Fig. 1: run 1, met3 routing
Scale: 4 px per um. Cells faint in the background.
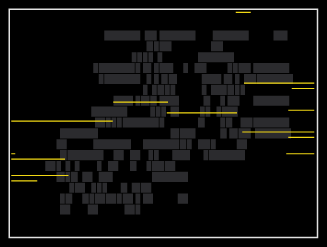
Fig. 2: run 1, clock nets
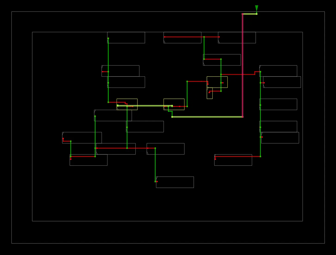
Fig. 3: run 1, cells colored by class
Scale: 4 px per um.
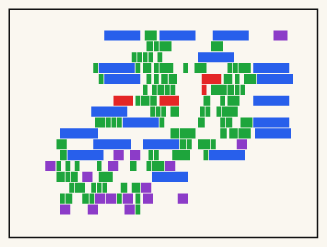
`src/rtl/adding_machine_controller_if.sv`:
```
// Control bus between the adding-machine controller and its datapath/memory.
// The controller side (master) drives every strobe and observes run, the IR
// contents and the memory handshake. The datapath side (slave) is the mirror.
interface adding_machine_controller_if #(
    parameter int CNT_W = 16
);
    logic             run;
    logic [7:0]       ir_in;
    logic             mem_ready;
    logic             load_IR;
    logic             load_acc;
    logic             sel_alu;
    logic             sel_bus;
    logic             pass_add;
    logic             ld_pc;
    logic             clr_pc;
    logic             inc_pc;
    logic             ir_on_adr;
    logic             pc_on_adr;
    logic             rd_mem;
    logic             wr_mem;
    logic             acc_on_dbus;
    logic [2:0]       state_o;
    logic [CNT_W-1:0] instr_cnt;

    modport master (
        input  run, ir_in, mem_ready,
        output load_IR, load_acc, sel_alu, sel_bus, pass_add,
               ld_pc, clr_pc, inc_pc, ir_on_adr, pc_on_adr,
               rd_mem, wr_mem, acc_on_dbus, state_o, instr_cnt
    );

    modport slave (
        output run, ir_in, mem_ready,
        input  load_IR, load_acc, sel_alu, sel_bus, pass_add,
               ld_pc, clr_pc, inc_pc, ir_on_adr, pc_on_adr,
               rd_mem, wr_mem, acc_on_dbus, state_o, instr_cnt
    );
endinterface

```
`src/rtl/adding_machine_controller.sv`:
```
// Moore control FSM for the adding-machine datapath: fetch / increment-PC /
// execute loop over the LDA, STA, ADD and JMP opcodes held in ir_in[7:6].
// Counts retired instructions in instr_cnt (wraps modulo 2^CNT_W).
//
// Build option ADDING_MACHINE_MEM_WAIT_EN: memory-touching states (FETCH,
// LDA, ADD, STA) stall until mem_ready=1; the bus strobes stay up through the
// stall and the register loads fire only on the ready cycle. Without it,
// mem_ready is ignored and every state lasts one cycle.
module adding_machine_controller #(
    parameter int CNT_W = 16
) (
    input  logic                           clock,
    input  logic                           reset,
    adding_machine_controller_if.master    bus
);

    typedef enum logic [2:0] {
        S_RST   = 3'd0,
        S_IDLE  = 3'd1,
        S_FETCH = 3'd2,
        S_INCPC = 3'd3,
        S_LDA   = 3'd4,
        S_STA   = 3'd5,
        S_ADD   = 3'd6,
        S_JMP   = 3'd7
    } state_t;

    state_t           state_q, state_d;
    logic [CNT_W-1:0] cnt_q, cnt_d;
    logic             mem_ok;
    logic             exec_done;

    // Address bits are consumed by the datapath, not by the controller.
    logic [5:0]       unused_adr;
    assign unused_adr = bus.ir_in[5:0];

`ifdef ADDING_MACHINE_MEM_WAIT_EN
    assign mem_ok = bus.mem_ready;
`else
    logic unused_mem_ready;
    assign unused_mem_ready = bus.mem_ready;
    assign mem_ok = 1'b1;
`endif

    // State and retired-instruction counter; reset forces S_RST at once.
    always_ff @(posedge clock or negedge reset) begin
        if (!reset) begin
            state_q <= S_RST;
            cnt_q   <= '0;
        end else begin
            state_q <= state_d;
            cnt_q   <= cnt_d;
        end
    end

    // Next-state sequencing; leaving an execute state retires the instruction
    // and samples run to decide between the next fetch and parking in idle.
    always_comb begin
        state_d   = state_q;
        cnt_d     = cnt_q;
        exec_done = 1'b0;
        case (state_q)
            S_RST:   state_d = S_IDLE;
            S_IDLE:  if (bus.run) state_d = S_FETCH;
            S_FETCH: if (mem_ok) state_d = S_INCPC;
            S_INCPC: begin
                case (bus.ir_in[7:6])
                    2'b00:   state_d = S_LDA;
                    2'b01:   state_d = S_STA;
                    2'b10:   state_d = S_ADD;
                    default: state_d = S_JMP;
                endcase
            end
            S_LDA, S_STA, S_ADD: exec_done = mem_ok;
            S_JMP:   exec_done = 1'b1;
            default: state_d = S_RST;
        endcase
        if (exec_done) begin
            cnt_d   = cnt_q + 1'b1;
            state_d = bus.run ? S_FETCH : S_IDLE;
        end
    end

    // Strobe decode from the current state; register loads wait for mem_ok.
    always_comb begin
        bus.load_IR     = 1'b0;
        bus.load_acc    = 1'b0;
        bus.sel_alu     = 1'b0;
        bus.sel_bus     = 1'b0;
        bus.pass_add    = 1'b0;
        bus.ld_pc       = 1'b0;
        bus.clr_pc      = 1'b0;
        bus.inc_pc      = 1'b0;
        bus.ir_on_adr   = 1'b0;
        bus.pc_on_adr   = 1'b0;
        bus.rd_mem      = 1'b0;
        bus.wr_mem      = 1'b0;
        bus.acc_on_dbus = 1'b0;
        case (state_q)
            S_RST:   bus.clr_pc = 1'b1;
            S_FETCH: begin
                bus.pc_on_adr = 1'b1;
                bus.rd_mem    = 1'b1;
                bus.load_IR   = mem_ok;
            end
            S_INCPC: bus.inc_pc = 1'b1;
            S_LDA: begin
                bus.ir_on_adr = 1'b1;
                bus.rd_mem    = 1'b1;
                bus.sel_bus   = 1'b1;
                bus.load_acc  = mem_ok;
            end
            S_ADD: begin
                bus.ir_on_adr = 1'b1;
                bus.rd_mem    = 1'b1;
                bus.sel_alu   = 1'b1;
                bus.pass_add  = 1'b1;
                bus.load_acc  = mem_ok;
            end
            S_STA: begin
                bus.ir_on_adr   = 1'b1;
                bus.wr_mem      = 1'b1;
                bus.acc_on_dbus = 1'b1;
            end
            S_JMP:   bus.ld_pc = 1'b1;
            default: ;
        endcase
    end

    assign bus.state_o   = state_q;
    assign bus.instr_cnt = cnt_q;

endmodule
```
`src/flat_wrapper.sv`:
```
// flat-port wrapper written by rule: the top's interface ports become plain ports
module adding_machine_controller_flat 
#(
    parameter int CNT_W = 16
)
  (clock, reset, bus_run, bus_ir_in, bus_mem_ready, bus_load_IR, bus_load_acc, bus_sel_alu, bus_sel_bus, bus_pass_add, bus_ld_pc, bus_clr_pc, bus_inc_pc, bus_ir_on_adr, bus_pc_on_adr, bus_rd_mem, bus_wr_mem, bus_acc_on_dbus, bus_state_o, bus_instr_cnt);
  adding_machine_controller_if #(.CNT_W(CNT_W)) bus_i ();
  input  logic clock;
  input  logic reset;
  input wire logic [$bits(bus_i.run)-1:0] bus_run;
  input wire logic [$bits(bus_i.ir_in)-1:0] bus_ir_in;
  input wire logic [$bits(bus_i.mem_ready)-1:0] bus_mem_ready;
  output wire logic [$bits(bus_i.load_IR)-1:0] bus_load_IR;
  output wire logic [$bits(bus_i.load_acc)-1:0] bus_load_acc;
  output wire logic [$bits(bus_i.sel_alu)-1:0] bus_sel_alu;
  output wire logic [$bits(bus_i.sel_bus)-1:0] bus_sel_bus;
  output wire logic [$bits(bus_i.pass_add)-1:0] bus_pass_add;
  output wire logic [$bits(bus_i.ld_pc)-1:0] bus_ld_pc;
  output wire logic [$bits(bus_i.clr_pc)-1:0] bus_clr_pc;
  output wire logic [$bits(bus_i.inc_pc)-1:0] bus_inc_pc;
  output wire logic [$bits(bus_i.ir_on_adr)-1:0] bus_ir_on_adr;
  output wire logic [$bits(bus_i.pc_on_adr)-1:0] bus_pc_on_adr;
  output wire logic [$bits(bus_i.rd_mem)-1:0] bus_rd_mem;
  output wire logic [$bits(bus_i.wr_mem)-1:0] bus_wr_mem;
  output wire logic [$bits(bus_i.acc_on_dbus)-1:0] bus_acc_on_dbus;
  output wire logic [$bits(bus_i.state_o)-1:0] bus_state_o;
  output wire logic [$bits(bus_i.instr_cnt)-1:0] bus_instr_cnt;
  assign bus_i.run = bus_run;
  assign bus_i.ir_in = bus_ir_in;
  assign bus_i.mem_ready = bus_mem_ready;
  assign bus_load_IR = bus_i.load_IR;
  assign bus_load_acc = bus_i.load_acc;
  assign bus_sel_alu = bus_i.sel_alu;
  assign bus_sel_bus = bus_i.sel_bus;
  assign bus_pass_add = bus_i.pass_add;
  assign bus_ld_pc = bus_i.ld_pc;
  assign bus_clr_pc = bus_i.clr_pc;
  assign bus_inc_pc = bus_i.inc_pc;
  assign bus_ir_on_adr = bus_i.ir_on_adr;
  assign bus_pc_on_adr = bus_i.pc_on_adr;
  assign bus_rd_mem = bus_i.rd_mem;
  assign bus_wr_mem = bus_i.wr_mem;
  assign bus_acc_on_dbus = bus_i.acc_on_dbus;
  assign bus_state_o = bus_i.state_o;
  assign bus_instr_cnt = bus_i.instr_cnt;
  adding_machine_controller #(.CNT_W(CNT_W)) u_core (.clock(clock), .reset(reset), .bus(bus_i));
endmodule
```
`config.mk`:
```
export PLATFORM = sky130hd
export DESIGN_NAME = adding_machine_controller_flat
export DESIGN_NICKNAME = d
export VERILOG_FILES = /design/src/rtl/adding_machine_controller_if.sv /design/src/rtl/adding_machine_controller.sv /design/src/flat_wrapper.sv
export SDC_FILE = /design/constraint.sdc
export NUM_CORES = 1
export LEC_CHECK = 0
export ABC_AREA = 1
export CAP_MARGIN = 25
export CORE_ASPECT_RATIO = 0.7
export CORE_MARGIN = 5
export CORE_UTILIZATION = 33
export CTS_BUF_LIST = sky130_fd_sc_hd__clkbuf_8
export CTS_CLUSTER_DIAMETER = 150
export DETAILED_ROUTE_END_ITERATION = 10
export DONT_BUFFER_PORTS = 1
export PLACE_DENSITY = 0.54
export SLEW_MARGIN = 20
export SYNTH_ARGS = -nofsm -noshare
export SYNTH_HDL_FRONTEND = slang
export SYNTH_SLANG_ARGS = --single-unit
```
`constraint.sdc`:
```
create_clock -name clock -period 1.8 [get_ports clock]
set_clock_uncertainty 0.1 [all_clocks]
set_input_delay 0.36 -clock clock [delete_from_list [all_inputs] [get_ports clock]]
set_output_delay 0.36 -clock clock [all_outputs]
set_load 0.02 [all_outputs]
```
==> notes.md, run 1 <==
Here are the numbers from the latest Yosys + OpenROAD run.

Setup repair after global routing left no endpoint under its margin. The area fraction of the dominant cell type after synthesis is 46.29%. Per the final timing report, the hold violations number 0.

The combined buffer and inverter count along the critical path came out at 2. The largest buffer count on any clock path came out at 2. By area the synthesized netlist is led by dfrtp_1 (46%), nand2_1 (11%), inv_1 (5.1%), xor2_1 (5.1%), nor2_1 (4.8%). The area of the mapped netlist came out at 1027 um^2. The cell-mix breakdown from Yosys lists the compound-gate area share as 3.410%. The clock transition time at the flip-flop clock pins of the worst setup and hold paths came out at 0.06 ns. The power per cell area came out at 1429 nW/um^2.

The worst hold path was traced through 2 stages. The count of non-CTS inverters in the layout came out at 15. In the Yosys report the total cell count is 124. The CTS tree is built.

The number of maximum-capacitance violations came out at 0. Leaving out fill and tap cells, the most frequent cells in the layout are nand2_1 (29), dfrtp_1 (17), buf_4 (16), inv_1 (14), nor2_1 (12). The number of levels the H-tree was split into is 1. The switching portion of total power comes to 44.67%. The wire length of the first global-routing pass is 3484 um. The net switching component of the power is 0.0007841 W. The global-route track usage on met1 came out at 13.05%.

The storage element area is 478.0 um^2. The floorplan die height came out at 56.68 um. The layer carrying the most global-route usage is met2. STA classifies the critical path startpoint as a register. The via density per instance came out at 4.466. In this run the clock root is driven by a clkbuf_8.

The post-synthesis net count came out at 137. The mean instance size in the synthesized netlist came out at 8.284 um^2. The plain and repair buffers instantiated in the layout total 17.

The clock network is responsible for 16.0% of the overall power. The dominant cell type by area after synthesis is dfrtp_1. The power group with the largest share is combinational logic.

By count the netlist is led by nand2_1 (29), dfrtp_1 (19), inv_1 (14). The sequential cell fraction of total power came out at 39.9%. The wire length on met1 is 976 um. The reg-to-reg critical path endpoint is u_core.bus.instr_cnt[12]$_DFFE_PN0P_. Summed over all cells, the static leakage comes to 0.6328 nW. The cts-stage hold buffer count came out at 1. The largest voltage drop on the vdd net came out at 0.0006675 V. The multi-input logic area is 470.5 um^2. The unique cell type count in the Yosys netlist is 23.

The number of OpenROAD warnings came out at 34. The fraction of met2 tracks used by global routing came out at 14.03%. In this run the worst hold path is classified as primary input to register. The total die area came out at 4347 um^2. The critical path depth in cells came out at 4.

The time the worst path needs with I/O delays and setup came out at 1.718 ns. The worst setup path is of the register to primary output kind. The signal on the critical path passes through inv_2, nand2_1, a21oi_1, buf_4. Counting flops with an async set or reset pin after synthesis yields a share of 100.0%. The sequential power is 0.000701 W. The transition at the pin with the smallest max-transition slack came out at 0.8326 ns. Routed signal wires occupy layers up through met4. The number of buffer cells added on primary ports came out at 0. Per the gpl log, the routability congestion estimate is 0.7535. The number of flops mapped to enable cells by yosys came out at 0. The number of nets with antenna violations after detailed routing came out at 0. The OpenROAD report gives the critical path a data arrival time of 1.26 ns. The maximum number of pins on one net before global-route repair came out at 20.

For reference, the top logic cell family by area is simple AND/OR/NAND/NOR gates. The worst hold slack across all endpoints came out at 0.1779 ns. The register-to-register setup slack came out at 0.30 ns.

Tap insertion was completed with 38 tapcells. The clock-cell share of area came out at 3.666%. The largest fanout on the critical path is 7. The worst setup slack after layout came out at 0.08230 ns. The setup TNS is 0 ns. Fill cells in the final layout number 325. The gate count after technology mapping is 124. Clock tree synthesis inserted a total of 3 buffers.

The final cell count without fillers is 178. STA classifies the critical path endpoint as a primary output. 85 cells are multi-input combinational gates.

The most critical setup path has its endpoint at bus_load_acc. The share of final-layout standard cells stronger than drive strength 1 is 22.14%. The dominant cell by count in the synthesized netlist is nand2_1. The dominant logic cell type in the layout is nand2_1.

Multi-input logic gates represent a cell area share of 38.29%. The iteration count recorded for the first detailed-route pass is 4. The slowest stage cell on the critical path is dfrtp_2.

The run finished with clean final reports. The horizontal die size came out at 76.69 um. The beginning of the worst register-to-register path is u_core.bus.instr_cnt[0]$_DFFE_PN0P_. The total count of max-transition violations in the final report came out at 0.

The end of the worst hold path is u_core.bus.state_o[1]$_DFFE_PN0P_. The post-route clock period utilization is 95.43%. The data required time at the worst endpoint came out at 1.34 ns. The wire length on met2 is 899 um. The DRC violation count after routing came out at 0. The number of gates resized after CTS was 2. The part of the Yosys area used for sequential elements is 46.29%. The yosys warning tally is 0.

The largest delay contributor family on the critical path is flip-flops. The count of endpoints failing setup in the final report is 0. The total half-perimeter wirelength after legalization and detailed placement is 1636 um.

The number of placed cells counting well taps is 172. The yosys synthesis chip area came out at 1027 um^2. The most instantiated flip-flop cell in the synthesis netlist is dfrtp_1. The flop and latch count out of synthesis is 19. The clock tree has to reach 19 sinks. The routed length on met3 came out at 152 um. Per the hold report, the tightest min-delay path originates at bus_run. According to the timing report, the critical path is launched from u_core.bus.state_o[0]$_DFFE_PN0P_. The number of design-rule violations left by the first detailed-router iteration is 34. The normalized max-slew margin came out at 44.31%. Looking at the post-CTS report, the setup buffer insertion count equals 0. The cell-mix breakdown from Yosys lists the simple-gate area share as 31.06%. The highest attainable clock frequency is 0.5822 GHz. Logic depth along the worst register-to-register path is recorded as 5. The internal power came out at 0.0009713 W.

The register with the most flip-flops in the layout has 16 of them. The layout-stage area growth over the synthesis result is 19.61%.
Back to the opening pictures, Fig. 1:
wire length on this layer: 153 um
nets with wire on the layer: 13
aggregate routed wire length: 2054 um
GR Layer Usage met3: 4.487%
vias: 795

Back to the opening pictures, Fig. 2:
number of clock-tree buffers in the layout: 3
worst-skew pair later-pin latency: 0.25 ns
Flop Count: 19
Power Clock: 0.000281 W

Back to the opening pictures, Fig. 3:
legend:
  purple:
    class: other buffers and delay cells
    cells: 17
    share_of_their_area: 11%
  blue:
    class: flops
    cells: 19
    share_of_their_area: 40%
  green:
    class: all other logic
    cells: 100
    share_of_their_area: 45%
  red:
    class: clock drivers and dummy loads
    cells: 4
    share_of_their_area: 3.8%
finished layout cell area: 1229 um^2
final core area utilization: 40.11%
flop share of the area: 38.90%
core area: 3063 um^2
placement row count: 17

==> run 2, diff against run 1 <==
--- a/config.mk
+++ b/config.mk
@@ -14,7 +14,7 @@
 export CTS_CLUSTER_DIAMETER = 150
 export DETAILED_ROUTE_END_ITERATION = 10
 export DONT_BUFFER_PORTS = 1
-export PLACE_DENSITY = 0.54
+export PLACE_DENSITY = 0.58
 export SLEW_MARGIN = 20
 export SYNTH_ARGS = -nofsm -noshare
 export SYNTH_HDL_FRONTEND = slang
Fig. 4: run 2, cells colored by class
Scale: 4 px per um.
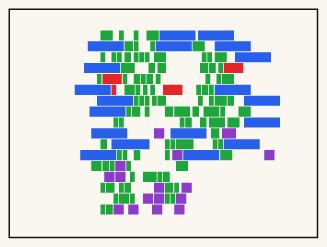
legend:
  blue:
    class: flops
    cells: 19
    share_of_their_area: 41%
  purple:
    class: other buffers and delay cells
    cells: 16
    share_of_their_area: 10%
  red:
    class: clock drivers and dummy loads
    cells: 4
    share_of_their_area: 3.8%
  green:
    class: all other logic
    cells: 100
    share_of_their_area: 45%
final core area utilization: 39.83%
flop share of the area: 39.08%
finished layout cell area: 1220 um^2

==> notes.md, run 2 <==
Here are the numbers from the latest Yosys + OpenROAD run.

The critical path starts at u_core.bus.state_o[2]$_DFFE_PN0P_. The slowest stage cell on the critical path is dfrtp_2. The static leakage power came to 0.6296 nW (-0.51%). STA classifies the critical path endpoint as a primary output.

The data required time at the worst endpoint was 1.34 ns (about the same). The mean instance size in the synthesized netlist came to 8.284 um^2 (unchanged). The clock-cell share of area came out at 3.692% (+0.026 points). The number of sinks driven by the clock tree came out at 19 (unchanged).

The largest voltage drop on the vdd net is 0.0004427 V (-34%). The net switching component of the power is 0.0007956 W (+1.5%). The count of non-CTS inverters in the layout came out at 15 (unchanged). The timing report attributes the biggest portion of critical-path delay to flip-flops. TritonCTS built the clock tree.

Setup repair after global routing left no endpoint under its margin. The routability-driven placement congestion ratio came out at 0.7884 (+4.6%). The routed length on met3 is 110 um (-28%). The gate count after technology mapping is 124 (unchanged). The via count came out at 845 (+6.3%). The fraction of the mapped netlist area in compound gates was 3.410% (unchanged). The largest fanout on the critical path is 8 (+1). The horizontal die size came to 76.69 um (unchanged). The reported clock group power came out at 0.000290 W (+3%).

The well-tap cell count is 38 (unchanged). The filler cell count came to 320 (-1.5%). The total clock buffers created by CTS was 3 (unchanged). The number of placed cells counting well taps came out at 172 (unchanged). Post-synth the commonest register cell is dfrtp_1. Between the synthesized netlist and the finished layout, the area growth was recorded as 18.76%. The area of the mapped netlist was 1027 um^2 (unchanged).

The highest attainable clock frequency was 0.5916 GHz (+1.6%). The combined buffer and inverter count along the critical path came out at 1 (-1). The number of flip-flops under the largest register name is 16 (unchanged).

The number of gates given a new drive strength after cts came out at 1 (-1). Counting only logic cells after layout, the most numerous master is nand2_1. Ranked by power, first place goes to combinational logic. The core area came out at 3063 um^2 (unchanged). The synthesis run shows the most used standard cells to be nand2_1 (29), dfrtp_1 (19), inv_1 (14). The transition at the pin with the smallest max-transition slack came out at 0.8321 ns (-0.0004908 ns). The via density per instance is 4.774 (+6.9%). Signal routing reaches up to met4. The number of nets with antenna violations after detailed routing came out at 0 (unchanged).

The yosys synthesis chip area came out at 1027 um^2 (unchanged). In this run the critical register-to-register path is launched from u_core.bus.instr_cnt[0]$_DFFE_PN0P_. The total length of routed wires is 2184 um (+6.3%). The arrival time at the worst endpoint is 1.23 ns (-0.03 ns). The storage element area was 476.7 um^2 (-0.26%). The area fraction in full adders, half adders and majority gates is 1.218%.

The maximum number of pins on one net before global-route repair is 20 (unchanged). The cts-stage hold buffer count is 1 (unchanged). The post-CTS setup repair buffer count is 0 (unchanged). The wire length of the first global-routing pass was 3857 um (+11%).

The count of endpoints failing setup in the final report came to 0 (unchanged). The share of final-layout standard cells stronger than drive strength 1 is 20.14% (-2.0 points). The class of the tightest hold or removal check is primary input to register.

STA lists the endpoint of the worst register-to-register path as u_core.bus.instr_cnt[12]$_DFFE_PN0P_. The number of maximum-capacitance violations came to 0 (unchanged). Per STA, the worst path is made up of buf_4, nor2_1.

The post-synthesis net count is 137 (unchanged). Sorting the synthesized cells by area gives the leading types as dfrtp_1 (46%), nand2_1 (11%), inv_1 (5.1%), xor2_1 (5.1%), nor2_1 (4.8%). STA classifies the critical path startpoint as a register. The sequential cell fraction of total power came out at 39.1% (-0.8 points). The clock buffer count came out at 3 (unchanged). The flop and latch count out of synthesis is 19 (unchanged). The critical path depth in cells is 2 (-2). The worst hold path terminates at u_core.bus.state_o[1]$_DFFE_PN0P_. The unique cell type count in the Yosys netlist came out at 23 (unchanged). Ranking logic cells in the layout by count gives the top entries nand2_1 (29), dfrtp_1 (18), inv_1 (15), buf_4 (15), nor2_1 (12). The normalized max-slew margin is 44.35% (about the same). The dominant cell by count in the synthesized netlist is nand2_1.

The internal power was 0.0009540 W (-1.8%). The switching portion of total power is 45.47% (+0.81 points). The worst setup slack after layout came out at 0.1097 ns (+0.02744 ns).

The register-to-register setup slack came out at 0.29 ns (about the same). The first-pass iteration count of the detailed router came out at 3 (-1). The worst hold slack across all endpoints came out at 0.1788 ns (+0.0008780 ns). The time the worst path needs with I/O delays and setup came out at 1.690 ns (-0.02744 ns). The run finished with clean final reports. The largest combinational cell category by area is simple AND/OR/NAND/NOR gates. The hold violation total from the final report came out at 0 (unchanged).

The post-route clock period utilization is 93.90% (-1.5 points). The part of the Yosys area used for sequential elements is 46.29% (unchanged). The yosys stat cell total came to 124 (unchanged).

The met3 track demand over resource is 3.846% (-0.64 points). The number of levels the H-tree was split into is 1 (unchanged). The critical path is of the register to primary output type. The clock root buffer is clkbuf_8.

The largest buffer count on any clock path came out at 2 (unchanged). The multi-input logic cell count came out at 85 (unchanged). Looking at hold timing, the worst path starts from bus_run. The layer carrying the most global-route usage is met2. The instance count along the most critical hold path came out at 2 (unchanged). The DRC violation count after routing is 0 (unchanged).

The fraction of synthesis flops using an asynchronous set or reset pin is 100.0% (unchanged). The power report attributes to the combinational group a share of 44.3%. The yosys warning tally is 0 (unchanged). The total half-perimeter wirelength after legalization and detailed placement is 1686 um (+3.1%). The share of the final layout cell area in multi-input gates came out at 38.56% (+0.27 points). The total die area came out at 4347 um^2 (unchanged). The count of sequential standard cells is 19 (unchanged). The global-route track usage on met1 is 13.21% (+0.16 points). The multi-input logic area came out at 470.5 um^2 (unchanged).

The wire length on met2 came to 1062 um (+18%). The total count of max-transition violations in the final report came to 0 (unchanged). The number of flops mapped to enable cells by yosys is 0 (unchanged).

The setup TNS came out at 0 ns (unchanged). The final cell count without fillers came out at 177 (-0.56%).
==> run 3, diff against run 2 <==
--- a/config.mk
+++ b/config.mk
@@ -7,14 +7,13 @@
 export LEC_CHECK = 0
 export ABC_AREA = 1
 export CAP_MARGIN = 25
-export CORE_ASPECT_RATIO = 0.7
 export CORE_MARGIN = 5
-export CORE_UTILIZATION = 33
+export CORE_UTILIZATION = 60
 export CTS_BUF_LIST = sky130_fd_sc_hd__clkbuf_8
 export CTS_CLUSTER_DIAMETER = 150
 export DETAILED_ROUTE_END_ITERATION = 10
 export DONT_BUFFER_PORTS = 1
-export PLACE_DENSITY = 0.58
+export PLACE_DENSITY = 0.87
 export SLEW_MARGIN = 20
 export SYNTH_ARGS = -nofsm -noshare
 export SYNTH_HDL_FRONTEND = slang
Fig. 5: run 3, met3 routing
Scale: 8 px per um. Cells faint in the background.
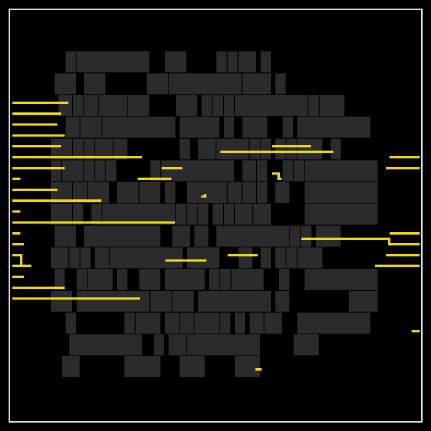
share of all routed wire: 8.1%
longest straight run: 20.0 um
wire length on this layer: 189 um
main direction: horizontal
vias: 901
aggregate routed wire length: 2330 um
GR Layer Usage met3: 6.997%

==> notes.md, run 3 <==
Here are the numbers from the latest Yosys + OpenROAD run.

The highest metal layer carrying signal wires in the routed design is met4. The count of endpoints failing setup in the final report came out at 0 (unchanged). The core area came out at 1670 um^2 (-45%).

The post-synthesis net count came out at 137 (unchanged). The layer carrying the most global-route usage is met2. The top cell types in the final layout, fill and taps aside, are nand2_1 (29), dfrtp_1 (18), buf_4 (16), inv_1 (15), nor2_1 (11). The transition at the pin with the smallest max-transition slack is 0.8685 ns (+0.03646 ns). The yosys stat cell total is 124 (unchanged).

The layout-stage area growth over the synthesis result is 17.17%. The count of sequential standard cells came out at 19 (unchanged). The routed length on met3 is 189 um (+72%). The total die area is 2639 um^2 (-39%).

The register-to-register setup slack came out at 0.32 ns (+0.03 ns). The number of flip-flops under the largest register name came to 16 (unchanged). The number of gates given a new drive strength after cts came out at 1 (unchanged). In the synthesized netlist, the cells that appear most often are nand2_1 (29), dfrtp_1 (19), inv_1 (14). The storage element area was 476.7 um^2 (unchanged). The instance count along the most critical hold path came out at 2 (unchanged). The normalized max-slew margin came out at 41.91% (-2.4 points). The gate count after technology mapping came out at 124 (unchanged). The core utilization of the finished layout is 72.06% (+32 points). For hold timing, the worst endpoint is u_core.bus.state_o[1]$_DFFE_PN0P_.

The largest buffer count on any clock path was 2 (unchanged). The maximum number of pins on one net before global-route repair is 20 (unchanged). The largest fanout on the critical path came out at 9 (+1). The yosys warning tally is 0 (unchanged).

The data required time at the worst endpoint was 1.34 ns (about the same). The sequential portion of the cell area is 39.61% (+0.53 points). The class of the tightest hold or removal check is primary input to register. The wire length on met2 is 1282 um (+21%). The yosys synthesis chip area came out at 1027 um^2 (unchanged). The post-CTS setup repair buffer count is 0 (unchanged). The share of the final layout cell area in multi-input gates was 39.29% (+0.73 points). The number of placed cells counting well taps is 152 (-12%). The count of non-CTS inverters in the layout is 15 (unchanged). The critical path depth in cells came to 2 (unchanged). The highest attainable clock frequency came to 0.5788 GHz (-2.2%). The largest part of the power goes to combinational logic. The via density per instance is 5.739 (+20%). The worst setup slack after layout is 0.07218 ns (-0.03756 ns). The total half-perimeter wirelength after legalization and detailed placement is 1768 um (+4.9%). In this run the critical register-to-register path is captured at u_core.bus.instr_cnt[10]$_DFFE_PN0P_. The filler cell count came out at 116 (-64%). Looking at the reg2reg group, the worst path starts from u_core.bus.state_o[2]$_DFFE_PN0P_. The cell area after layout is 1204 um^2 (-1.3%). The source of the worst hold timing path is bus_run.

The global-route track usage on met1 is 18.18% (+5.0 points). The dominant cell by count in the synthesized netlist is nand2_1. The final cell count without fillers is 157 (-11%).

The clock buffer count was 3 (unchanged). The switching portion of total power is 45.32% (-0.15 points). STA classifies the critical path startpoint as a register. The flop and latch count out of synthesis was 19 (unchanged). The fraction of the mapped netlist area in compound gates was 3.410% (unchanged). The synthesis run identifies the leading combinational cell family as simple AND/OR/NAND/NOR gates. The number of nets with antenna violations after detailed routing is 0 (unchanged). The reported clock group power is 0.000284 W (-2%). The CTS tree is built. The mean instance size in the synthesized netlist came to 8.284 um^2 (unchanged).

The arrival time at the worst endpoint came out at 1.27 ns (+0.04 ns). The routability-driven placement congestion ratio is 0.8562 (+8.6%). The fraction of synthesis flops using an asynchronous set or reset pin came out at 100.0% (unchanged). The post-route clock period utilization came out at 95.99% (+2.1 points). The largest voltage drop on the vdd net was 0.001221 V (+180%). The DRC violation count after routing is 0 (unchanged). The multi-input logic cell count is 85 (unchanged). The first-pass iteration count of the detailed router came out at 4 (+1). The number of levels the H-tree was split into is 1 (unchanged).

Per the synth stats, the flop cell with the highest instance count is dfrtp_1. The cts-stage hold buffer count was 1 (unchanged). The horizontal die size is 51.38 um (-33%).

For reference, the critical path is launched at u_core.bus.state_o[1]$_DFFE_PN0P_. The total clock buffers created by CTS was 3 (unchanged). CTS placed an instance of clkbuf_8 at the clock tree root. The sequential cell fraction of total power is 37.6% (-1.5 points). The setup TNS is 0 ns (unchanged). The multi-input logic area was 473.0 um^2 (+0.53%). The clock-cell share of area came out at 3.742% (+0.050 points). The part of the Yosys area used for sequential elements came out at 46.29% (unchanged). STA classifies the critical path endpoint as a primary output.

The worst hold slack across all endpoints is 0.1813 ns (+0.002486 ns). The area fraction in full adders, half adders and majority gates is 1.218% (unchanged). Per the STA report, the cell with the highest stage delay on the worst path is dfrtp_1. The time the worst path needs with I/O delays and setup is 1.728 ns (+0.03756 ns). The net switching component of the power is 0.0007992 W (+0.45%). The combined buffer and inverter count along the critical path was 0 (-1). For reference, the critical path cell chain is nand2_1, nor2_1. The relative contribution of combinational cells to total power came out at 46.2% (+1.9 points). The hold violation total from the final report came out at 0 (unchanged). The well-tap cell count was 17 (-55%).

The number of maximum-capacitance violations is 0 (unchanged). For reference, the most critical setup path is categorized as register to primary output. The number of sinks driven by the clock tree is 19 (unchanged). The run finished with clean final reports. The number of flops mapped to enable cells by yosys is 0 (unchanged). Non-clock buffers in the final layout number 17. The internal power is 0.0009643 W (+1.1%). The static leakage power is 0.6347 nW (+0.81%). The most common logic cell in the final layout is nand2_1.

## Gallery

I/O nets highlighted.
panel A
Scale: 6 px per um.
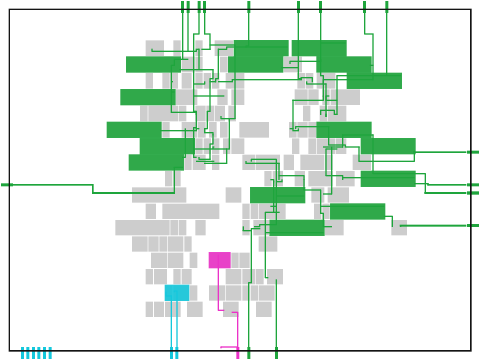
panel B
Scale: 6 px per um.
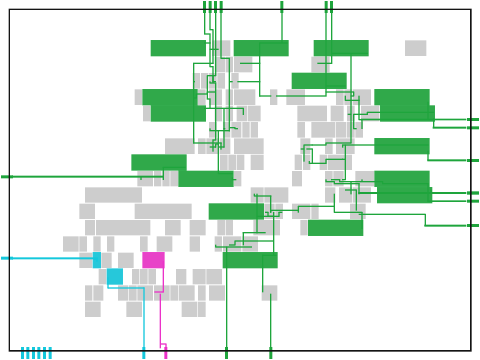
panel C
Scale: 10 px per um.
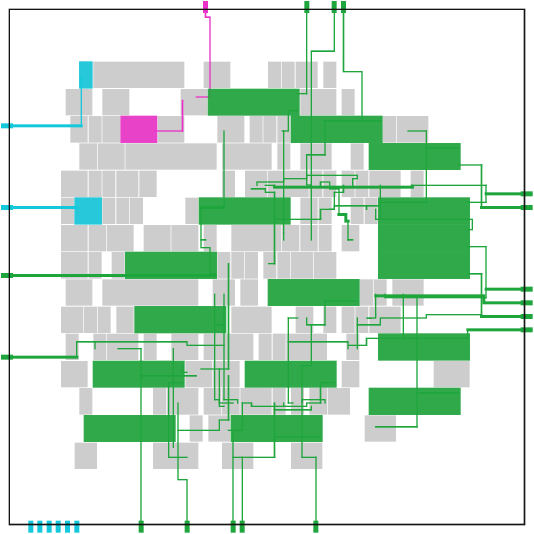
For run 3, see panel C.
For run 1, see panel B.
For run 2, see panel A.
Of these, smallest die: panel C

Key to panel B:
legend:
  magenta:
    port: bus_wr_mem
    bits: 1
    direction: output
    edge: bottom
    end_cells: 1
    buffers: 1
    wire: 17.1 um
  cyan:
    port: bus_ir_in
    bits: 8
    direction: input
    edge: 7 bottom, 1 left
    end_cells: 2
    buffers: 0
    wire: 33.0 um
  green:
    port: bus_instr_cnt
    bits: 16
    direction: output
    edge: 7 top, 6 right, 2 bottom, 1 left
    end_cells: 16
    buffers: 3
    wire: 545 um

Power and IR drop assume default switching activity.
